==> src/rtl/core_pkg.sv <==
// rtl/core_pkg.sv - shared loader state encodings and word-size constant
package core_pkg;

  typedef enum logic [2:0] {
    S_LEN,
    S_DATA,
    S_CSUM,
    S_START,
    S_DONE,
    S_ERR
  } loader_state_t;

  localparam int CORE_LOADER_WORD_BYTES = 4;

endpackage

==> src/rtl/core_loader_asm.sv <==
// rtl/core_loader_asm.sv - little-endian byte-to-word assembler
module core_loader_asm
  import core_pkg::*;
(
  input  logic        clk,
  input  logic        rst,
  input  logic        byte_valid_i,
  input  logic [7:0]  byte_data_i,
  output logic        word_valid_o,
  output logic [31:0] word_o
);

  localparam logic [1:0] LAST_LANE = 2'(CORE_LOADER_WORD_BYTES - 1);

  logic [1:0]  lane_q, lane_d;
  logic [23:0] sr_q, sr_d;

  // Bytes shift in from the top, so byte 0 ends up in the low lane.
  always_comb begin
    lane_d = lane_q;
    sr_d   = sr_q;
    if (byte_valid_i) begin
      lane_d = lane_q + 2'd1;
      sr_d   = {byte_data_i, sr_q[23:8]};
    end
  end

  always_ff @(posedge clk or posedge rst) begin
    if (rst) begin
      lane_q <= '0;
      sr_q   <= '0;
    end else begin
      lane_q <= lane_d;
      sr_q   <= sr_d;
    end
  end

  assign word_valid_o = byte_valid_i && (lane_q == LAST_LANE);
  assign word_o       = {byte_data_i, sr_q};

endmodule

==> src/rtl/core_loader.sv <==
// rtl/core_loader.sv - boot loader streaming an image into imem; CORE_LOADER_CSUM_EN adds checksum check
module core_loader
  import core_pkg::*;
#(
  parameter int DEPTH  = 1024,
  parameter int ADDR_W = $clog2(DEPTH)
) (
  input  logic              clk,
  input  logic              rst,
  input  logic              rx_valid,
  input  logic [7:0]        rx_data,
  output logic              rx_ready,
  output logic              imem_wen,
  output logic [ADDR_W-1:0] imem_addr,
  output logic [31:0]       imem_wdata,
  output logic              core_start,
  output logic              busy,
  output logic              done,
  output logic              err
);

`ifdef CORE_LOADER_CSUM_EN
  localparam loader_state_t S_AFTER_DATA = S_CSUM;
`else
  localparam loader_state_t S_AFTER_DATA = S_START;
`endif

  loader_state_t     state_q, state_d;
  logic [ADDR_W:0]   n_q, n_d, idx_q, idx_d;
  logic              wen_q, wen_d;
  logic [ADDR_W-1:0] addr_q, addr_d;
  logic [31:0]       wdata_q, wdata_d;
  logic              busy_q, busy_d;
  logic              asm_valid, word_valid;
  logic [31:0]       word;
`ifdef CORE_LOADER_CSUM_EN
  logic [31:0]       sum_q, sum_d;
`endif

  assign rx_ready  = state_q inside {S_LEN, S_DATA, S_CSUM, S_ERR};
  // Bytes drained in S_ERR never reach the assembler.
  assign asm_valid = rx_valid && (state_q inside {S_LEN, S_DATA, S_CSUM});

  core_loader_asm u_asm (
    .clk          (clk),
    .rst          (rst),
    .byte_valid_i (asm_valid),
    .byte_data_i  (rx_data),
    .word_valid_o (word_valid),
    .word_o       (word)
  );

  always_comb begin
    state_d = state_q;
    n_d     = n_q;
    idx_d   = idx_q;
    wen_d   = 1'b0;
    addr_d  = addr_q;
    wdata_d = wdata_q;
    busy_d  = busy_q || (rx_valid && rx_ready);
`ifdef CORE_LOADER_CSUM_EN
    sum_d   = sum_q;
`endif
    case (state_q)
      S_LEN: if (word_valid) begin
        if (word > 32'(DEPTH)) begin
          state_d = S_ERR;
        end else begin
          n_d     = word[ADDR_W:0];
          state_d = (word == 32'd0) ? S_AFTER_DATA : S_DATA;
        end
      end
      S_DATA: if (word_valid) begin
        wen_d   = 1'b1;
        addr_d  = idx_q[ADDR_W-1:0];
        wdata_d = word;
        idx_d   = idx_q + (ADDR_W+1)'(1);
`ifdef CORE_LOADER_CSUM_EN
        sum_d   = sum_q + word;
`endif
        if (idx_q == n_q - (ADDR_W+1)'(1)) state_d = S_AFTER_DATA;
      end
`ifdef CORE_LOADER_CSUM_EN
      S_CSUM: if (word_valid) begin
        state_d = (word == sum_q) ? S_START : S_ERR;
      end
`endif
      // Hold off the start until the final word write has left.
      S_START: if (!wen_q) state_d = S_DONE;
      default: state_d = state_q;
    endcase
  end

  always_ff @(posedge clk or posedge rst) begin
    if (rst) begin
      state_q <= S_LEN;
      n_q     <= '0;
      idx_q   <= '0;
      wen_q   <= 1'b0;
      addr_q  <= '0;
      wdata_q <= '0;
      busy_q  <= 1'b0;
`ifdef CORE_LOADER_CSUM_EN
      sum_q   <= '0;
`endif
    end else begin
      state_q <= state_d;
      n_q     <= n_d;
      idx_q   <= idx_d;
      wen_q   <= wen_d;
      addr_q  <= addr_d;
      wdata_q <= wdata_d;
      busy_q  <= busy_d;
`ifdef CORE_LOADER_CSUM_EN
      sum_q   <= sum_d;
`endif
    end
  end

  assign imem_wen   = wen_q;
  assign imem_addr  = addr_q;
  assign imem_wdata = wdata_q;
  assign core_start = (state_q == S_START) && !wen_q;
  assign done       = core_start || (state_q == S_DONE);
  assign err        = (state_q == S_ERR);
  assign busy       = busy_q && !(state_q inside {S_DONE, S_ERR});

endmodule
==> config.mk <==
export PLATFORM = sky130hd
export DESIGN_NAME = core_loader
export DESIGN_NICKNAME = d
export VERILOG_FILES = /design/src/rtl/core_pkg.sv /design/src/rtl/core_loader_asm.sv /design/src/rtl/core_loader.sv
export SDC_FILE = /design/constraint.sdc
export NUM_CORES = 1
export LEC_CHECK = 0
export CORE_ASPECT_RATIO = 2
export CORE_UTILIZATION = 58
export CTS_CLUSTER_DIAMETER = 30
export CTS_CLUSTER_SIZE = 12
export DETAILED_ROUTE_END_ITERATION = 16
export PLACE_DENSITY = 0.81
export SYNTH_ARGS = -nofsm -noshare
export SYNTH_HDL_FRONTEND = slang
export SYNTH_SLANG_ARGS = --single-unit
==> constraint.sdc <==
create_clock -name clk -period 6.71 [get_ports clk]
set_input_delay 1.342 -clock clk [delete_from_list [all_inputs] [get_ports clk]]
set_output_delay 1.342 -clock clk [all_outputs]
set_load 0.03 [all_outputs]
==> impl_metrics.csv <==
group,metric,value,unit
outcome,outcome,"complete, no violations",
synth,yosys-dominant-comb-family,"multiplexers",
synth,simple_gate_area_share,8.47,%
timing,final_period_minus_worst_setup_slack,3.97,ns
finish,nonClkBufAreaFrac,11.9,%
timing,fin_tns_setup,0,ns
clock_network,clk_latency,0.33,ns
placed_design,dp_slack,2.40,ns
finish,mostFrequentLayoutCells,"95 x sky130_fd_sc_hd__dfrtp_1, 69 x sky130_fd_sc_hd__mux2_2, 58 x sky130_fd_sc_hd__clkdlybuf4s50_1",
route,detail_route.iter0.violations,66,
run,drv.max_cap_violation_count,0,
clock_network,clock_tree.buffer_depth,2,
timing,rsz0062_at_grt,"false",
setup_path,rr_endpoint,"n_q[10]$_DFFE_PP0P_",
route,detail_route.drc_violations,0,
finish,final-clk-cell-share,5.92,%
synth,synth_top_cell_by_count,"sky130_fd_sc_hd__dfrtp_1",
setup_path,setup.worst_path.class,"input pin to flop",
finish,multi_input_combinational_area_share,32.9,%
synth,total_cells_reported_by_yosys_after_synthesis,304,
placed_design,count_of_input_and_output_buffers,58,
synth,syn-num-nets,318,
synth,numSynthFlops,95,
finish,n_all_inverters,8,
setup_path,crit_path_end_kind,"flop",
route,post_detailed_route_count_of_antenna_violating_nets,0,
finish,num-fill-cells,491,
-- sequential cells by signal (all words and copies together), names as in the netlist --
name	flops
busy_q	1
u_asm.sr_q	24
imem_wdata	32
state_q	3
n_q	11
u_asm.lane_q	2
imem_wen	1
imem_addr	10
idx_q	11
-- power by group --
part / leakage (nW) / switching [W] / internal, W
Clock: 0.147 / 0.000196 / 0.000310
Sequential: 1.32 / 0 / 0.000573
Combinational: 0.983 / 0.0000130 / 0.00000604
-- metal layers --
| layer | up-vias | GRT usage [%] | wire length (microns) |
|---|---|---|---|
| met1 | 1329 | 25.8 | 2810 |
| met3 | 29 | 5.12 | 258 |
| li1 | 1202 | - | - |
| met5 | - | 0 | 0 |
| met2 | 63 | 43.9 | 4720 |
| met4 | 0 | 16.1 | 421 |
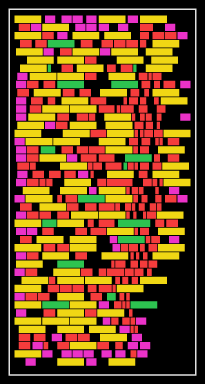
*Placement by cell class*
Drawn at 3 px/micron.
- clock drivers and dummy loads: green (cells 16)
- remaining buffers and delay cells: magenta (cells 62)
- remaining logic cells: red (cells 197)
- registers: yellow (cells 95)
flop share of the area: 46.5%
floorplan row count: 43
core outline area: 0.00689 sq mm

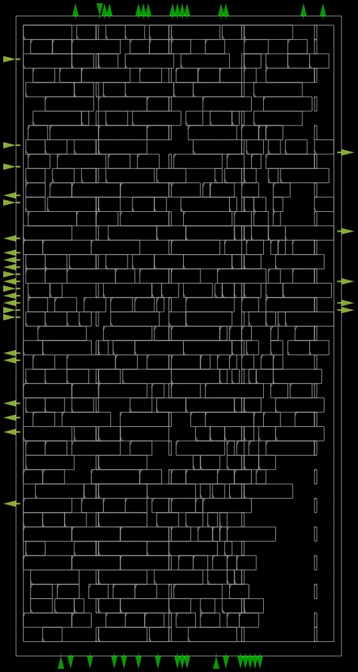
*Cell outlines without signal wires*
count of placed standard cells in the final layout, fillers left out: 460
tapcell count: 90

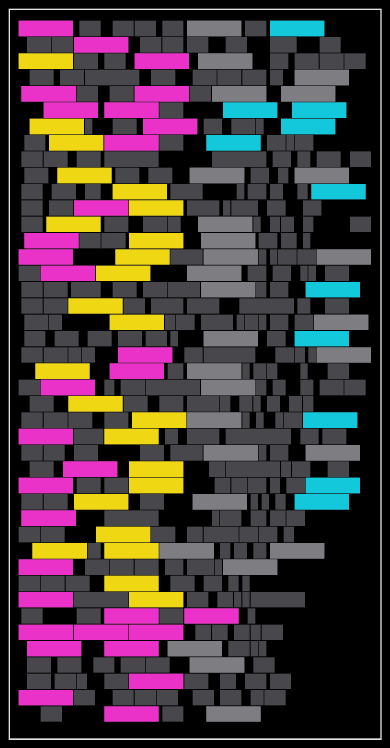
*Sequential cells grouped by signal name*
Drawn at 6 px/micron. Other sequential cells in the stronger gray, the rest of the logic in the fainter gray.
- `u_asm.sr_q`: yellow (sequential cells 24)
- `imem_wdata`: magenta (sequential cells 32)
- `idx_q`: cyan (sequential cells 11)
sequential cell area: 0.00238 sq mm
sequential power: 0.000573 W
fin util: 74.3%

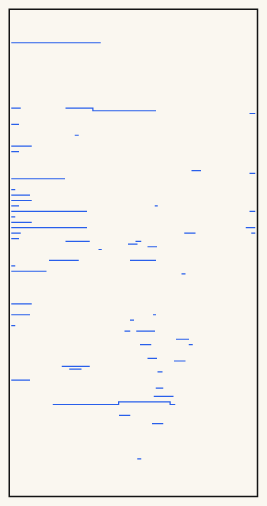
*Metal 3*
Drawn at 4 px/micron.
- nets with wire on the layer: 42
- longest straight run: 22.1 microns
- share of all routed wire: 3.1%

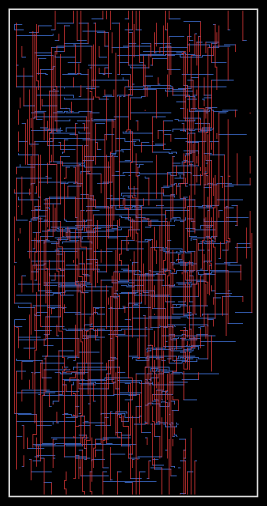
*Metal layers overlaid*
Drawn at 4 px/micron. Two of the layers only.
- M1: blue (wire length 2,810 microns)
- M2: red (wire length 4,720 microns)
post-DR wirelength/cell: 17.8 microns
Total Wirelength: 8210 microns
number of vias after detailed routing: 2,623
global router's overall resource usage: 25.2%

No activity file was given, so power comes from the tool's default toggle rates.
